### src/rtl/pool_window_gen_pkg.sv
// Shared defaults and helpers for the 2x2 pooling window generator.
package pool_window_gen_pkg;

    // Width helper that never collapses to a zero-width vector.
    function automatic int cw(input int n);
        return (n > 1) ? $clog2(n) : 1;
    endfunction

    localparam int DATA_W_DEF = 16;
    localparam int IMG_W_DEF  = 64;
    localparam int IMG_H_DEF  = 64;

    localparam int COL_W_DEF  = cw(IMG_W_DEF);
    localparam int ROW_W_DEF  = cw(IMG_H_DEF);
    localparam int WCOL_W_DEF = cw(IMG_W_DEF / 2);
    localparam int WROW_W_DEF = cw(IMG_H_DEF / 2);

    typedef enum logic [1:0] {
        POS_TL = 2'd0,
        POS_TR = 2'd1,
        POS_BL = 2'd2,
        POS_BR = 2'd3
    } win_pos_e;

endpackage

### src/rtl/pool_line_buf.sv
// Single-port row storage: synchronous write, combinational read.
// Kept separate so it can be swapped for an SRAM macro.
module pool_line_buf #(
    parameter int DATA_W = 16,
    parameter int DEPTH  = 64,
    parameter int ADDR_W = 6
) (
    input  logic              clk,
    input  logic              we,
    input  logic [ADDR_W-1:0] addr,
    input  logic [DATA_W-1:0] wdata,
    output logic [DATA_W-1:0] rdata
);

    logic [DATA_W-1:0] mem [DEPTH];

    always_ff @(posedge clk) begin
        if (we) begin
            mem[addr] <= wdata;
        end
    end

    assign rdata = mem[addr];

endmodule

### src/rtl/pool_window_gen.sv
// Streaming 2x2 window generator: buffers one even row and emits
// a full non-overlapping window on each odd-row/odd-column pixel.
module pool_window_gen
    import pool_window_gen_pkg::*;
#(
    parameter int DATA_W = DATA_W_DEF,
    parameter int IMG_W  = IMG_W_DEF,
    parameter int IMG_H  = IMG_H_DEF
) (
    input  logic                      clk,
    input  logic                      reset,
    input  logic                      in_valid,
    input  logic [DATA_W-1:0]         in_data,
    output logic                      win_valid,
    output logic [DATA_W-1:0]         win_d1,
    output logic [DATA_W-1:0]         win_d2,
    output logic [DATA_W-1:0]         win_d3,
    output logic [DATA_W-1:0]         win_d4,
    output logic [cw(IMG_H/2)-1:0]    win_row,
    output logic [cw(IMG_W/2)-1:0]    win_col,
    output logic                      frame_done
);

    localparam int CW  = cw(IMG_W);
    localparam int RW  = cw(IMG_H);
    localparam int WCW = cw(IMG_W / 2);
    localparam int WRW = cw(IMG_H / 2);

    logic [CW-1:0]     col;
    logic [RW-1:0]     row;
    logic [DATA_W-1:0] tl;
    logic [DATA_W-1:0] bl;
    logic [DATA_W-1:0] rd_data;
    logic              last_col;
    logic              last_row;
    logic              odd_row;

    assign last_col = (col == CW'(IMG_W - 1));
    assign last_row = (row == RW'(IMG_H - 1));
    assign odd_row  = row[0];

    // Even rows fill the buffer; odd rows only read it.
    pool_line_buf #(
        .DATA_W (DATA_W),
        .DEPTH  (IMG_W),
        .ADDR_W (CW)
    ) u_line_buf (
        .clk   (clk),
        .we    (in_valid && !odd_row),
        .addr  (col),
        .wdata (in_data),
        .rdata (rd_data)
    );

    always_ff @(posedge clk or posedge reset) begin
        if (reset) begin
            col        <= '0;
            row        <= '0;
            tl         <= '0;
            bl         <= '0;
            win_valid  <= 1'b0;
            frame_done <= 1'b0;
            win_d1     <= '0;
            win_d2     <= '0;
            win_d3     <= '0;
            win_d4     <= '0;
            win_row    <= '0;
            win_col    <= '0;
        end else begin
            win_valid  <= 1'b0;
            frame_done <= 1'b0;
            if (in_valid) begin
                col <= last_col ? '0 : col + CW'(1);
                if (last_col) begin
                    row <= last_row ? '0 : row + RW'(1);
                end
                unique case (1'b1)
                    odd_row && !col[0]: begin
                        tl <= rd_data;
                        bl <= in_data;
                    end
                    odd_row && col[0]: begin
                        win_d1     <= tl;
                        win_d2     <= rd_data;
                        win_d3     <= bl;
                        win_d4     <= in_data;
                        win_row    <= WRW'(row >> 1);
                        win_col    <= WCW'(col >> 1);
                        win_valid  <= 1'b1;
                        frame_done <= last_row && last_col;
                    end
                    default: ;
                endcase
            end
        end
    end

endmodule

### config.mk
export PLATFORM = sky130hd
export DESIGN_NAME = pool_window_gen
export DESIGN_NICKNAME = d
export VERILOG_FILES = /design/src/rtl/pool_window_gen_pkg.sv /design/src/rtl/pool_line_buf.sv /design/src/rtl/pool_window_gen.sv
export SDC_FILE = /design/constraint.sdc
export NUM_CORES = 1
export LEC_CHECK = 0
export CORE_ASPECT_RATIO = 2
export CORE_MARGIN = 8
export CORE_UTILIZATION = 44
export CTS_BUF_LIST = sky130_fd_sc_hd__clkbuf_8
export DETAILED_ROUTE_END_ITERATION = 16
export PLACE_DENSITY = 0.6
export SLEW_MARGIN = 20
export SYNTH_ARGS = -nofsm -noshare
export SYNTH_HDL_FRONTEND = slang
export SYNTH_HIERARCHICAL = 1
export SYNTH_SLANG_ARGS = --single-unit
### constraint.sdc
create_clock -name clk -period 9.5 [get_ports clk]
set_input_delay 1.9 -clock clk [delete_from_list [all_inputs] [get_ports clk]]
set_output_delay 1.9 -clock clk [all_outputs]
set_load 0.05 [all_outputs]
Fig. 1: run 1, wire density map
Scale bar: 50 µm. The die is cut into 12 by 23 equal tiles; dark blue is low, red is high, scaled to the fullest tile. Values are wire area over tile area, all layers added.
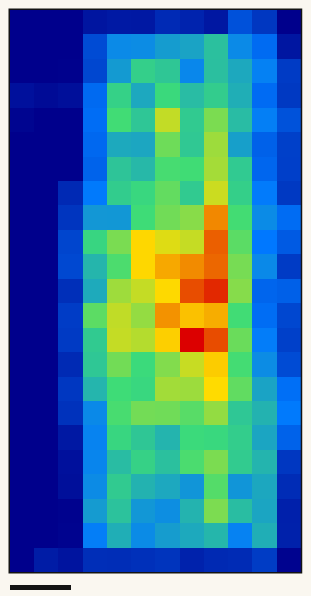
mean over tiles: 0.19
densest ninth of the die: centre
emptiest ninth of the die: north-west
nearly empty tiles: 19%
WL final: 125,000 µm
Vias: 25.1k
GRT Overall Usage: 0.225
wire length per cell: 30.1 µm

Fig. 2: run 1, cells by drive strength
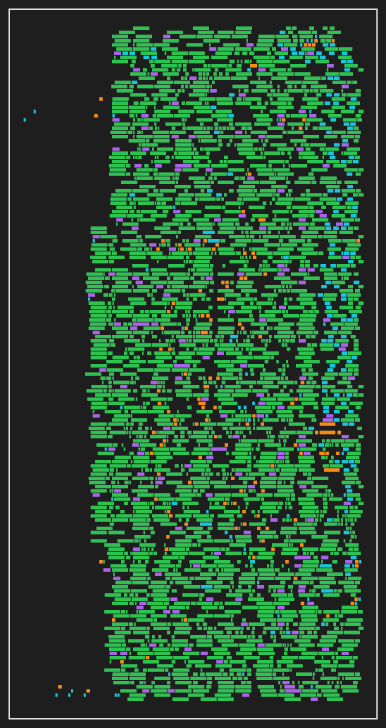
legend:
  orange:
    size: x3 and x4
    cells: 126
    share: 4.4%
    most_used: buf_4
  cyan:
    size: x2
    cells: 194
    share: 6.8%
    most_used: mux2_2
  green:
    size: x1 and smaller
    cells: 2,351
    share: 83%
    most_used: edfxtp_1
  purple:
    size: x6 and larger
    cells: 172
    share: 6.0%
    most_used: clkbuf_8

==> metrics.cfg, run 1 <==
[status]
status = complete, no violations

[worst_hold_path]
hold_start = bl[3]

[yosys]
synth_cells = 2537
ys.flops = 1144
synth_adder_area_share = 0.000572
logic_family = AND-OR/OR-AND gates

[layout]
largest-register = u_line_buf/mem
combGateArea_um2 = 9200
flop_area_um2 = 33800
clock_area_frac = 0.0576

[clocking]
cts_buffers = 150
clkSlewWorstSetupHoldPaths_ns = 0.07
cts_tree = done

[power_and_ir_drop]
ir_drop_mv = 0.259

[placement]
place_congestion = 0.930
dp_slack_ns = 4.17

[critical_path]
worstSetupEndpoint = tl[4]
r2r_slack_ns = 4.66
max_stage_delay_ns = 0.81
critPathSlowestCell = nor2b_4
cp.required_ns = 10.22

[grt]
grt_pass1_vias = 26000
busiest_layer = met2
grt_start_max_net_pins = 139
grt_remaining_overflow = 0

[detailed_routing]
wl_met2_um = 65700

[flow_run]
max_cap_violations = 0

[timing]
hold_viol = 0
holdWs_ns = 0.499

[floorplan]
fp-row-count = 163
core_region_area_um2 = 98700

Fig. 3: run 1, placement by cell class
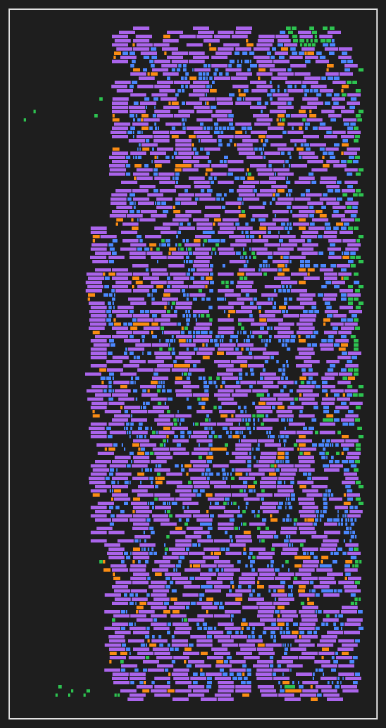
legend:
  purple:
    class: registers
    cells: 1,144
    share_of_their_area: 71%
  blue:
    class: remaining logic cells
    cells: 1,218
    share_of_their_area: 19%
  orange:
    class: clock drivers and dummy loads
    cells: 271
    share_of_their_area: 6.0%
  green:
    class: remaining buffers and delay cells
    cells: 210
    share_of_their_area: 3.7%

==> run 2, diff against run 1 <==
--- a/config.mk
+++ b/config.mk
@@ -10,7 +10,7 @@
 export CORE_UTILIZATION = 44
 export CTS_BUF_LIST = sky130_fd_sc_hd__clkbuf_8
 export DETAILED_ROUTE_END_ITERATION = 16
-export PLACE_DENSITY = 0.6
+export PLACE_DENSITY = 0.62
 export SLEW_MARGIN = 20
 export SYNTH_ARGS = -nofsm -noshare
 export SYNTH_HDL_FRONTEND = slang
==> constraint.sdc (replaced) <==
create_clock -name clk -period 4.32 [get_ports clk]
set_input_delay 0.864 -clock clk [delete_from_list [all_inputs] [get_ports clk]]
set_output_delay 0.864 -clock clk [all_outputs]
set_load 0.05 [all_outputs]
Fig. 4: run 2, placement by cell class
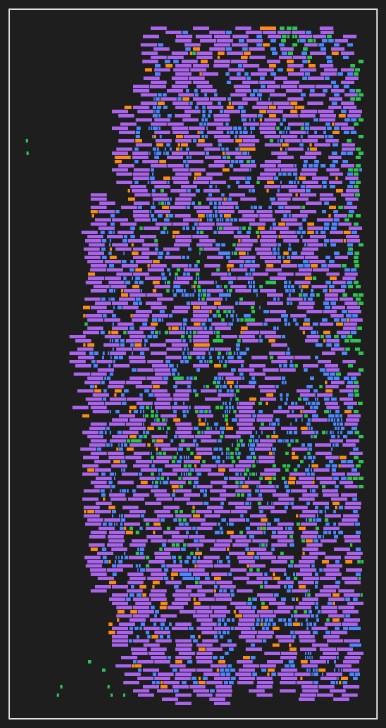
core box area: 98,700 µm²
row cnt: 163
Seq/total area: 0.676

==> run 2 against run 1 <==
Cell count is 2.1% higher. Critical path type unchanged. Clock skew is 0.0051 ns lower. Global-route usage up 0.67 points. Sequential power up 120%. Clock power increased by 120%. Cell area up 1.4%. Largest power group unchanged. Register-to-register slack got worse by 4.2 ns. Worst hold slack worse by 0.061 ns. Non-clock buffer count increased by 88. Maximum frequency up 26%. First-iteration DRC count up 17%. Core utilization is 0.69 points higher.
==> metrics.cfg, run 2 <==
[timing]
holdWs_ns = 0.438  ; was 0.499 ns
layout_setup_ws_ns = 0.472  ; was 4.66 ns
hold_viol = 0  ; unchanged
setup_tns_ns = 0  ; unchanged

[detailed_routing]
wirelength_um = 130000  ; was 125,000 µm
wl_met2_um = 68200  ; was 65,700 µm
detailroute.via_count = 25800  ; was 25.1k
drc_errors = 0  ; unchanged
wl_per_cell_um = 30.5  ; was 30.1 µm

[grt]
grt_remaining_overflow = 0  ; unchanged
grt_pass1_vias = 26600  ; was 26.0k
grt_start_max_net_pins = 78  ; was 139
busiest_layer = met2  ; unchanged

[yosys]
synth_adder_area_share = 0.000572  ; unchanged
ys.flops = 1144  ; unchanged
yosys_warnings = 6  ; unchanged
mux_share = 0.0707  ; unchanged
synth_cells = 2537  ; unchanged
logic_family = AND-OR/OR-AND gates  ; unchanged

[layout]
combGateArea_um2 = 9190  ; was 9200 µm²
final_common_cell = edfxtp_1  ; unchanged
n_fill_cell = 8207  ; was 8,252
largest-register = u_line_buf/mem  ; unchanged
flop_area_um2 = 33800  ; unchanged
clock_area_frac = 0.0565  ; was 0.0576
final-nonclk-buf-share = 0.0494  ; was 0.0360

[power_and_ir_drop]
ir_drop_mv = 0.434  ; was 0.259 mV
power_leader = sequential cells  ; unchanged
p_sw_frac = 0.373  ; was 0.375

[worst_hold_path]
hold_start = in_data[10]  ; was bl[3]
hold_end = u_line_buf/mem[25][10]  ; was win_d3[3]

[critical_path]
cp-end-kind = flip-flop  ; unchanged
critPathSlowestCell = a211oi_1  ; was nor2b_4
max_stage_delay_ns = 0.85  ; was 0.81 ns
r2r_slack_ns = 0.47  ; was 4.66 ns
cp.required_ns = 5.06  ; was 10.22 ns
worstSetupEndpoint = tl[12]  ; was tl[4]

[placement]
hpwl_um = 86000  ; was 77,300 µm
place_congestion = 0.958  ; was 0.930
dp_slack_ns = 0.524  ; was 4.17 ns
dp.cells = 3980  ; was 3,892

[clocking]
cts_sinks = 1144  ; unchanged
cts_buffers = 152  ; was 150
clkSlewWorstSetupHoldPaths_ns = 0.07  ; about the same
cts_tree = done  ; unchanged

[status]
status = complete, no violations  ; unchanged

[floorplan]
fp_util = 0.443  ; unchanged
fp.dieH_um = 462  ; unchanged

[flow_run]
max_cap_violations = 0  ; unchanged

Fig. 5: run 2, routing congestion
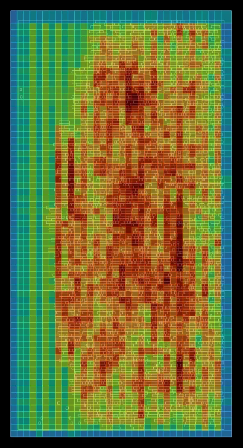
GRT met2 Usage: 0.415
met3 Track Usage GR: 0.0351
GRT Overall Usage: 0.232

Power and IR drop assume default switching activity.
